==> src/rtl/condlogic_pred.sv <==
// condlogic_pred: conditional-execution unit for the multicycle ARM core, with
// independently writable flag groups and an IT-style predicated-block sequencer.
//
// A header instruction (PredStart at InstrDone) opens a block of up to BLKDEPTH
// instructions. Each block member runs on the header condition (mask bit 1) or on
// its inverse (mask bit 0). The header itself runs on its own Cond.
//
// Parameters:
//   NGRP      number of flag write groups (1, 2 or 4); each group is 4/NGRP bits
//   BLKDEPTH  maximum predicated block length (2..8)
//   CNTW      derived block-counter width, not overridable
//
// Ports:
//   clk, reset          clock (rising edge), asynchronous active-low reset
//   Cond, ALUFlags      condition field of current instruction, ALU {N,Z,C,V}
//   FlagW               per-group flag write request
//   PCS, NextPC         instruction writes PC, FSM unconditional PC update
//   RegW, MemW          register / memory write requests
//   InstrDone           pulse in the last state of each instruction
//   PredStart           current instruction is a block header
//   PredMask, PredLen   per-member condition select, block length (1..BLKDEPTH)
//   PCWrite, RegWrite, MemWrite  qualified write enables
//   Flags               architectural flags
//   PredActive          block in progress
//   PredErr             sticky illegal/nested header indicator
//
// Build option: define CONDLOGIC_PREDERR_EN to enable PredErr; otherwise PredErr
// is tied low and bad headers are silently ignored.
module condlogic_pred #(
  parameter int unsigned NGRP     = 2,
  parameter int unsigned BLKDEPTH = 4,
  localparam int unsigned CNTW    = $clog2(BLKDEPTH + 1)
) (
  input  logic                clk,
  input  logic                reset,
  input  logic [3:0]          Cond,
  input  logic [3:0]          ALUFlags,
  input  logic [NGRP-1:0]     FlagW,
  input  logic                PCS,
  input  logic                NextPC,
  input  logic                RegW,
  input  logic                MemW,
  input  logic                InstrDone,
  input  logic                PredStart,
  input  logic [BLKDEPTH-1:0] PredMask,
  input  logic [CNTW-1:0]     PredLen,
  output logic                PCWrite,
  output logic                RegWrite,
  output logic                MemWrite,
  output logic [3:0]          Flags,
  output logic                PredActive,
  output logic                PredErr
);

  localparam int unsigned GW = 4 / NGRP;

  typedef enum logic [0:0] {StIdle, StActive} state_e;

  state_e              state_q, state_d;
  logic [3:0]          pred_cond_q, pred_cond_d;
  logic [BLKDEPTH-1:0] mask_q, mask_d;
  logic [CNTW-1:0]     count_q, count_d;
  logic [3:0]          flags_q;
  logic                next_cond_ex_q;
  logic [3:0]          eff_cond;
  logic                cond_ex;
  logic [NGRP-1:0]     flag_write;
  logic                len_ok;

  assign len_ok = (PredLen >= CNTW'(1)) && (PredLen <= CNTW'(BLKDEPTH));

  // Inside a block, bit 0 of the header condition is flipped for inverse members;
  // AL is never inverted so an AL block always executes.
  always_comb begin
    eff_cond = Cond;
    if (state_q == StActive) begin
      eff_cond = pred_cond_q;
      if (pred_cond_q != 4'b1110) begin
        eff_cond[0] = pred_cond_q[0] ^ ~mask_q[0];
      end
    end
  end

  // Flags are {N,Z,C,V}.
  always_comb begin
    cond_ex = 1'b0;
    unique case (eff_cond)
      4'b0000: cond_ex = flags_q[2];
      4'b0001: cond_ex = ~flags_q[2];
      4'b0010: cond_ex = flags_q[1];
      4'b0011: cond_ex = ~flags_q[1];
      4'b0100: cond_ex = flags_q[3];
      4'b0101: cond_ex = ~flags_q[3];
      4'b0110: cond_ex = flags_q[0];
      4'b0111: cond_ex = ~flags_q[0];
      4'b1000: cond_ex = flags_q[1] & ~flags_q[2];
      4'b1001: cond_ex = ~flags_q[1] | flags_q[2];
      4'b1010: cond_ex = (flags_q[3] == flags_q[0]);
      4'b1011: cond_ex = (flags_q[3] != flags_q[0]);
      4'b1100: cond_ex = ~flags_q[2] & (flags_q[3] == flags_q[0]);
      4'b1101: cond_ex = flags_q[2] | (flags_q[3] != flags_q[0]);
      default: cond_ex = 1'b1;
    endcase
  end

  assign flag_write = FlagW & {NGRP{cond_ex}};

  always_ff @(posedge clk or negedge reset) begin
    if (!reset) begin
      flags_q <= '0;
    end else begin
      for (int unsigned g = 0; g < NGRP; g++) begin
        if (flag_write[g]) begin
          flags_q[g*GW +: GW] <= ALUFlags[g*GW +: GW];
        end
      end
    end
  end

  always_ff @(posedge clk or negedge reset) begin
    if (!reset) begin
      next_cond_ex_q <= 1'b0;
    end else begin
      next_cond_ex_q <= cond_ex;
    end
  end

  always_comb begin
    state_d     = state_q;
    pred_cond_d = pred_cond_q;
    mask_d      = mask_q;
    count_d     = count_q;
    unique case (state_q)
      StIdle: begin
        if (InstrDone && PredStart && len_ok) begin
          state_d     = StActive;
          pred_cond_d = Cond;
          mask_d      = PredMask;
          count_d     = PredLen;
        end
      end
      StActive: begin
        if (InstrDone) begin
          // A taken branch inside the block ends it early.
          if (PCS && next_cond_ex_q) begin
            state_d = StIdle;
            count_d = '0;
            mask_d  = '0;
          end else begin
            mask_d  = mask_q >> 1;
            count_d = count_q - CNTW'(1);
            if (count_q == CNTW'(1)) begin
              state_d = StIdle;
            end
          end
        end
      end
      default: state_d = StIdle;
    endcase
  end

  always_ff @(posedge clk or negedge reset) begin
    if (!reset) begin
      state_q     <= StIdle;
      pred_cond_q <= '0;
      mask_q      <= '0;
      count_q     <= '0;
    end else begin
      state_q     <= state_d;
      pred_cond_q <= pred_cond_d;
      mask_q      <= mask_d;
      count_q     <= count_d;
    end
  end

`ifdef CONDLOGIC_PREDERR_EN
  logic pred_err_q;
  logic hdr_bad;

  // Bad header: illegal length in IDLE, or any header inside a block.
  assign hdr_bad = InstrDone & PredStart & ((state_q == StActive) | ~len_ok);

  always_ff @(posedge clk or negedge reset) begin
    if (!reset) begin
      pred_err_q <= 1'b0;
    end else if (hdr_bad) begin
      pred_err_q <= 1'b1;
    end
  end

  assign PredErr = pred_err_q;
`else
  assign PredErr = 1'b0;
`endif

  assign PCWrite    = (PCS & next_cond_ex_q) | NextPC;
  assign RegWrite   = RegW & next_cond_ex_q;
  assign MemWrite   = MemW & next_cond_ex_q;
  assign Flags      = flags_q;
  assign PredActive = (state_q == StActive);

endmodule

==> config.mk <==
export PLATFORM = sky130hd
export DESIGN_NAME = condlogic_pred
export DESIGN_NICKNAME = d
export VERILOG_FILES = /design/src/rtl/condlogic_pred.sv
export SDC_FILE = /design/constraint.sdc
export NUM_CORES = 1
export LEC_CHECK = 0
export ABC_AREA = 1
export CORE_AREA = 2 2 56 58
export DETAILED_ROUTE_END_ITERATION = 8
export DIE_AREA = 0 0 58 60
export HOLD_SLACK_MARGIN = 0.1
export PLACE_DENSITY = 0.73
export SETUP_SLACK_MARGIN = 0.4
export SYNTH_ARGS = -nofsm -noshare
export SYNTH_HDL_FRONTEND = slang
export SYNTH_SLANG_ARGS = --single-unit
==> constraint.sdc <==
create_clock -name clk -period 1.7 [get_ports clk]
set_clock_uncertainty 0.1 [all_clocks]
set_input_delay 0.255 -clock clk [delete_from_list [all_inputs] [get_ports clk]]
set_output_delay 0.255 -clock clk [all_outputs]
set_load 0.05 [all_outputs]
==> flow_summary.json, run 1 <==
{
  "wl_um": 3462,
  "post-route-period-util_pct": 99.31,
  "grt_max_degree": 18,
  "critical_path_cell_count": 12,
  "hpwl_um": 2194,
  "power_frac_clock_pct": 6.0,
  "status": "completed",
  "inv_count": 35,
  "xor_share_pct": 1.416,
  "clock_path_buffers": 2,
  "area_growth_pct": 66.73,
  "max_cap_viol_count": 0,
  "met2_usage_pct": 36.85,
  "crit_fanout": 7,
  "ys_seq_share_pct": 34.38,
  "syn_inst": 173,
  "maxPowerGroup": "combinational logic",
  "synthAoiAreaFrac_pct": 10.21,
  "setup_viol": 0,
  "wl_met2_um": 1792,
  "avgSynthCellArea_sq_um": 7.153,
  "finalHoldViolCount": 0,
  "die-area_sq_um": 3480,
  "cts_root_buffer": "clkbuf_4",
  "combGateArea_sq_um": 875.8,
  "firstDrtPassIters": 4,
  "drc": 0,
  "wl_per_cell_um": 13.42,
  "synth-edff-count": 0,
  "setup-tns-final_ps": 0,
  "hold_slack_ps": 166.3,
  "final_cell_count_no_fill": 258,
  "powerDensity_nw_per_um2": 1842,
  "layout_setup_ws_ps": 11.80,
  "grt-ovfl-total": 0,
  "layout_top_cell": "inv_1",
  "power_mw": 3.800,
  "startpoint": "PredActive",
  "via_per_inst": 5.163,
  "fp.dieW_um": 58,
  "yosys_area_sq_um": 1237,
  "ys_top_logic_family": "simple AND/OR/NAND/NOR gates",
  "placed_area_sq_um": 1665,
  "ff2ff_setup_slack_ps": 10,
  "path_clk_slew_ps": 100,
  "initCoreUtil_pct": 42.63,
  "period_minus_slack_ps": 1688,
  "ys_ff": 17,
  "core_area_sq_um": 2903,
  "num_antenna_cells": 0,
  "fillers": 209,
  "intPower_mw": 1.857,
  "pg_comb_mw": 2.78,
  "cellLeakagePower_nw": 1.032,
  "comb_area_share_pct": 42.45,
  "routabilityCongestion": 1.004,
  "crit_path_start_kind": "flip-flop",
  "crit_family": "simple AND/OR/NAND/NOR gates",
  "io_buffers": 32,
  "ir_drop_v": 0.001225,
  "synth_async_sr_flop_share_pct": 100.0,
  "clock_tree_area_fraction_pct": 1.273,
  "io_pins": 34,
  "antenna_found_initial": 0,
  "crit_slowest_cell": "dfrtp_2",
  "clock_latency_ps": 300,
  "cts_setup_buffers": 8,
  "met1_length_um": 1396,
  "buffer_area_share_pct": 26.80,
  "yosysWarnings": 0,
  "flop-count": 17,
  "ys_sh_mux_pct": 0,
  "grt_pass1_vias": 1304,
  "grt_pass1_wl_um": 5375,
  "placed_cells": 242,
  "ff_type": "dfrtp_1",
  "path_buffers": 1,
  "well_tap_count": 33,
  "crit_top_cell": "nand2_2",
  "critical-path-max-stage-delay_ps": 520
}
Run 1, where the registers sit:
The bar under the picture is 20 um long. Other sequential cells in the stronger grey, the rest of the logic in the fainter grey.
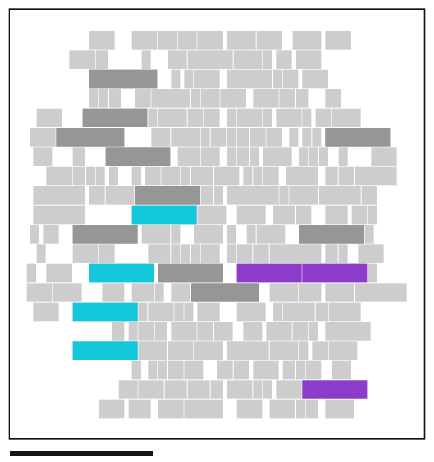
| colour | name in the netlist | placed flops |
|---|---|---|
| purple | count_q | 3 |
| cyan | mask_q | 4 |
not coloured: 10

Run 1, wiring heat map:
The bar under the picture is 20 um long. 12 x 12 tiles, from dark blue (low) to red (high), scaled to the fullest tile. Values are wire area over tile area, all layers added.
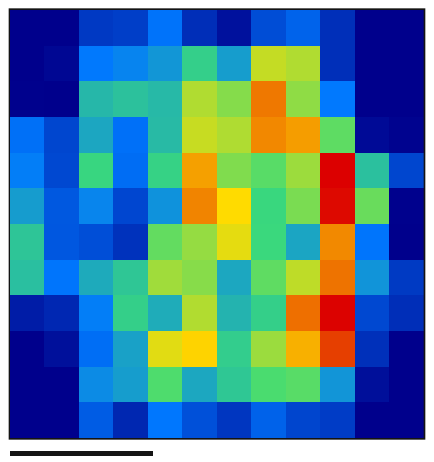
densest ninth of the die: middle
mean over tiles: 0.16
tiles over half the peak: 28%
nearly empty tiles: 17%
fullest tile: 0.46

Run 1, congestion heat map:
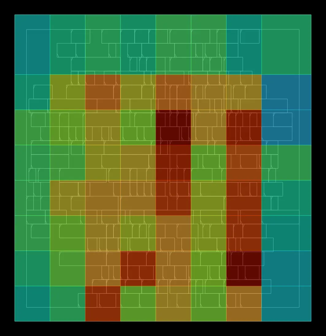
Finished Core Util: 71.08%
busiest grt layer: met2

--- run 2 (diff from run 1) ---
--- a/config.mk
+++ b/config.mk
@@ -10,7 +10,7 @@
 export DETAILED_ROUTE_END_ITERATION = 8
 export DIE_AREA = 0 0 58 60
 export HOLD_SLACK_MARGIN = 0.1
-export PLACE_DENSITY = 0.73
+export PLACE_DENSITY = 0.79
 export SETUP_SLACK_MARGIN = 0.4
 export SYNTH_ARGS = -nofsm -noshare
 export SYNTH_HDL_FRONTEND = slang
==> run 2 against run 1 <==
  * Clock power is 6% higher
  * Non-clock buffer count is 4 lower
  * Worst setup slack worse by 10 ps
  * Global-route usage is 3.9 points lower
  * Wire length is 22% lower
  * First-iteration DRC count is 61% lower
  * Sequential power is 2.5% lower
  * Die area stayed put
==> flow_summary.json, run 2 <==
{
  "status": "completed",
  "synth_async_sr_flop_share_pct": 100.0,
  "cts_setup_buffers": 2,
  "comb_area_share_pct": 38.26,
  "crit_path_start_kind": "flip-flop",
  "critical-path-max-stage-delay_ps": 490,
  "ys_sh_mux_pct": 0,
  "startpoint": "PredActive",
  "die-area_sq_um": 3480,
  "grt-ovfl-total": 0,
  "max_cap_viol_count": 0,
  "busiest_layer": "met2",
  "ff2ff_setup_slack_ps": 1,
  "grt_pass1_vias": 1069,
  "intPower_mw": 1.666,
  "fp.dieW_um": 58,
  "ff_type": "dfrtp_1",
  "placed_area_sq_um": 1673,
  "pg_comb_mw": 2.27,
  "io_buffers": 32,
  "clock_latency_ps": 310,
  "path_clk_slew_ps": 120,
  "hpwl_um": 2038,
  "num_antenna_cells": 0,
  "yosysWarnings": 0,
  "flop-count": 17,
  "ys_seq_share_pct": 34.38,
  "placed_cells": 243,
  "crit_top_cell": "nand2_2",
  "fin_util_pct": 63.32,
  "finalHoldViolCount": 0,
  "avgSynthCellArea_sq_um": 7.153,
  "met2_usage_pct": 25.81,
  "xor_share_pct": 1.416,
  "hold_slack_ps": 157.8,
  "path_buffers": 1,
  "setup-tns-final_ps": 0,
  "grt_max_degree": 18,
  "fillers": 241,
  "well_tap_count": 33,
  "wl_um": 2687,
  "maxPowerGroup": "combinational logic",
  "grt_pass1_wl_um": 4429,
  "power_frac_clock_pct": 7.4,
  "io_pins": 34,
  "synthAoiAreaFrac_pct": 10.21,
  "syn_inst": 173,
  "drc": 0,
  "crit_family": "simple AND/OR/NAND/NOR gates",
  "via_per_inst": 4.667,
  "setup_viol": 0,
  "area_growth_pct": 48.53,
  "crit_slowest_cell": "dfrtp_2",
  "ys_ff": 17,
  "wl_met2_um": 1242,
  "layout_top_cell": "nand2_1",
  "critical_path_cell_count": 11,
  "cellLeakagePower_nw": 0.9363,
  "layout_setup_ws_ps": 1.379,
  "firstDrtPassIters": 4
}
Run 2, wiring heat map:
The bar under the picture is 20 um long. 12 x 12 tiles, from dark blue (low) to red (high), scaled to the fullest tile. Values are wire area over tile area, all layers added.
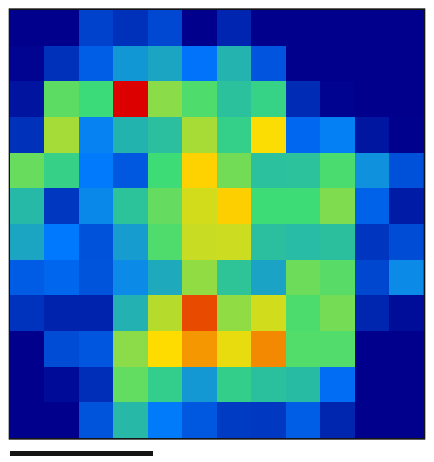
fullest tile: 0.40
tiles over half the peak: 26%
emptiest ninth of the die: top right

--- run 3 (diff from run 2) ---
--- a/config.mk
+++ b/config.mk
@@ -11,6 +11,7 @@
 export DIE_AREA = 0 0 58 60
 export HOLD_SLACK_MARGIN = 0.1
 export PLACE_DENSITY = 0.79
+export RECOVER_POWER = 100
 export SETUP_SLACK_MARGIN = 0.4
 export SYNTH_ARGS = -nofsm -noshare
 export SYNTH_HDL_FRONTEND = slang
==> run 3 against run 2 <==
  * Clock power is essentially flat
  * Cell count is the same
  * Via count is essentially flat
  * Synthesized cell count is the same
  * Combinational power is essentially flat
  * Worst setup slack is essentially flat
  * Register-to-register slack is essentially flat
  * Largest cell class unchanged
  * Clock-buffer cell count is the same
==> flow_summary.json, run 3 <==
{
  "inv_count": 35,
  "die-area_sq_um": 3480,
  "critical-path-max-stage-delay_ps": 490,
  "placed_area_sq_um": 1673,
  "clock_path_buffers": 2,
  "layout_top_cell": "nand2_1",
  "endpoint": "Flags[1]",
  "swShare_pct": 49.29,
  "p_clk_uw": 241,
  "buffer_area_share_pct": 26.91,
  "routabilityCongestion": 0.8460,
  "vias": 1191,
  "combGateArea_sq_um": 703.2,
  "use_met3_pct": 1.299,
  "area_growth_pct": 48.03,
  "arrival_ps": 1800,
  "clock_latency_ps": 310,
  "synthAoiAreaFrac_pct": 10.21,
  "cts_tree": "done",
  "pg_comb_mw": 2.26,
  "synth-edff-count": 0,
  "max_slew_margin_pct": 35.08,
  "ys_ff": 17,
  "top_area_share_pct": 34.38,
  "crit_top_cell": "nand2_2",
  "io_pins": 34,
  "cts_setup_buffers": 2,
  "sequentialPowerShare_pct": 23.5,
  "max_cap_viol_count": 0,
  "layout_setup_ws_ps": 1.429,
  "setup-tns-final_ps": 0,
  "yosys_area_sq_um": 1237,
  "critical_path_cell_count": 11,
  "wl_met2_um": 1243,
  "nClkBuffers": 3,
  "crit_family": "simple AND/OR/NAND/NOR gates",
  "numClockSinks": 17,
  "antenna_found_initial": 0,
  "period_minus_slack_ps": 1699,
  "flop-count": 17,
  "fillers": 242,
  "met3_length_um": 102,
  "path_clk_slew_ps": 120,
  "power_mw": 3.270,
  "clock_tree_area_fraction_pct": 1.639,
  "final_cell_mix": "nand2_1, inv_1, clkdlybuf4s50_1",
  "grtUsageTotal_pct": 16.54,
  "path_class": "reg2reg",
  "ys_seq_share_pct": 34.38,
  "grt-ovfl-total": 0,
  "seq-cell-share_pct": 23.43,
  "met1_length_um": 1282,
  "busiest_layer": "met2",
  "ys_sh_simple_pct": 38.02,
  "grt_pass1_wl_um": 4429,
  "top_cell": "nand2_1",
  "slew_violations": 0,
  "topCellsByArea": "dfrtp_1, nand2_1, inv_1, nand3_2, nand2_2",
  "fin_util_pct": 63.10,
  "path_buffers": 1,
  "cellLeakagePower_nw": 0.9322,
  "syn_inst": 173,
  "die_height_um": 60,
  "power_frac_clock_pct": 7.4,
  "num_antenna_cells": 0,
  "placed_cells": 243,
  "avgSynthCellArea_sq_um": 7.153,
  "hpwl_um": 2038,
  "grt_max_degree": 18,
  "max_freq_mhz": 588.7,
  "wl_um": 2684,
  "startpoint": "PredActive",
  "worstReg2RegEnd": "Flags[1]",
  "drc": 0,
  "rows": 20,
  "core_area_sq_um": 2903,
  "finalHoldViolCount": 0,
  "status": "completed",
  "yosysWarnings": 0,
  "maxPowerGroup": "combinational logic",
  "setup_viol": 0,
  "ant_nets": 0,
  "cts_made_buffers": 3,
  "r2r_cells": 11,
  "comb_cells": 118,
  "well_tap_count": 33,
  "ys_sh_mux_pct": 0,
  "hold_slack_ps": 397.6,
  "p_comb_share_pct": 69.2,
  "critPathCaptureType": "flip-flop",
  "intPower_mw": 1.658,
  "post-route-period-util_pct": 99.92,
  "powerDensity_nw_per_um2": 1785,
  "grt_pass1_vias": 1069,
  "cts_root_buffer": "clkbuf_4",
  "ir_drop_v": 0.001230,
  "met2_usage_pct": 25.81,
  "crit_fanout": 7,
  "grt_setup_unrepaired": "true",
  "io_buffers": 32,
  "wl_per_cell_um": 10.53,
  "synth_async_sr_flop_share_pct": 100.0,
  "crit_path_start_kind": "flip-flop",
  "r2r_start": "PredActive",
  "layout-drive-gt1-share_pct": 32.88,
  "preCtsSetupSlack_ps": -159.6,
  "buffers": 48,
  "initCoreUtil_pct": 42.63,
  "comb_area_share_pct": 38.39,
  "top_area_cell_class": "multi-input combinational cells",
  "ys_top_logic_family": "simple AND/OR/NAND/NOR gates",
  "final_cell_count_no_fill": 255,
  "ff2ff_setup_slack_ps": 1,
  "crit_slowest_cell": "dfrtp_2",
  "xor_share_pct": 1.416,
  "largest_area_cell": "dfrtp_1",
  "synthAdderAreaFrac_pct": 2.022,
  "fp.dieW_um": 58,
  "yosys.cell_types.count": 25,
  "common_cells": "nand2_1, inv_1, dfrtp_1, o21ai_0, nand2_2",
  "via_per_inst": 4.671,
  "syn_nets": 200,
  "ff_type": "dfrtp_1",
  "post_cts_resized": 5,
  "firstDrtPassIters": 4
}
Run 3, routed metal, one colour a layer:
The bar under the picture is 20 um long.
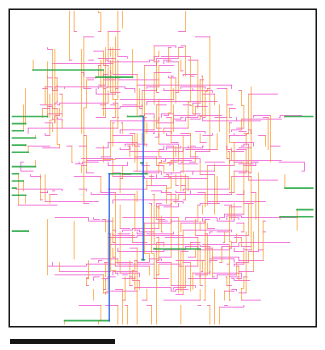
| colour | layer | wire length |
|---|---|---|
| green | M3 | 103 um |
| magenta | M1 | 1280 um |
| blue | M4 | 55.1 um |
| orange | M2 | 1240 um |

Power and IR drop assume default switching activity.
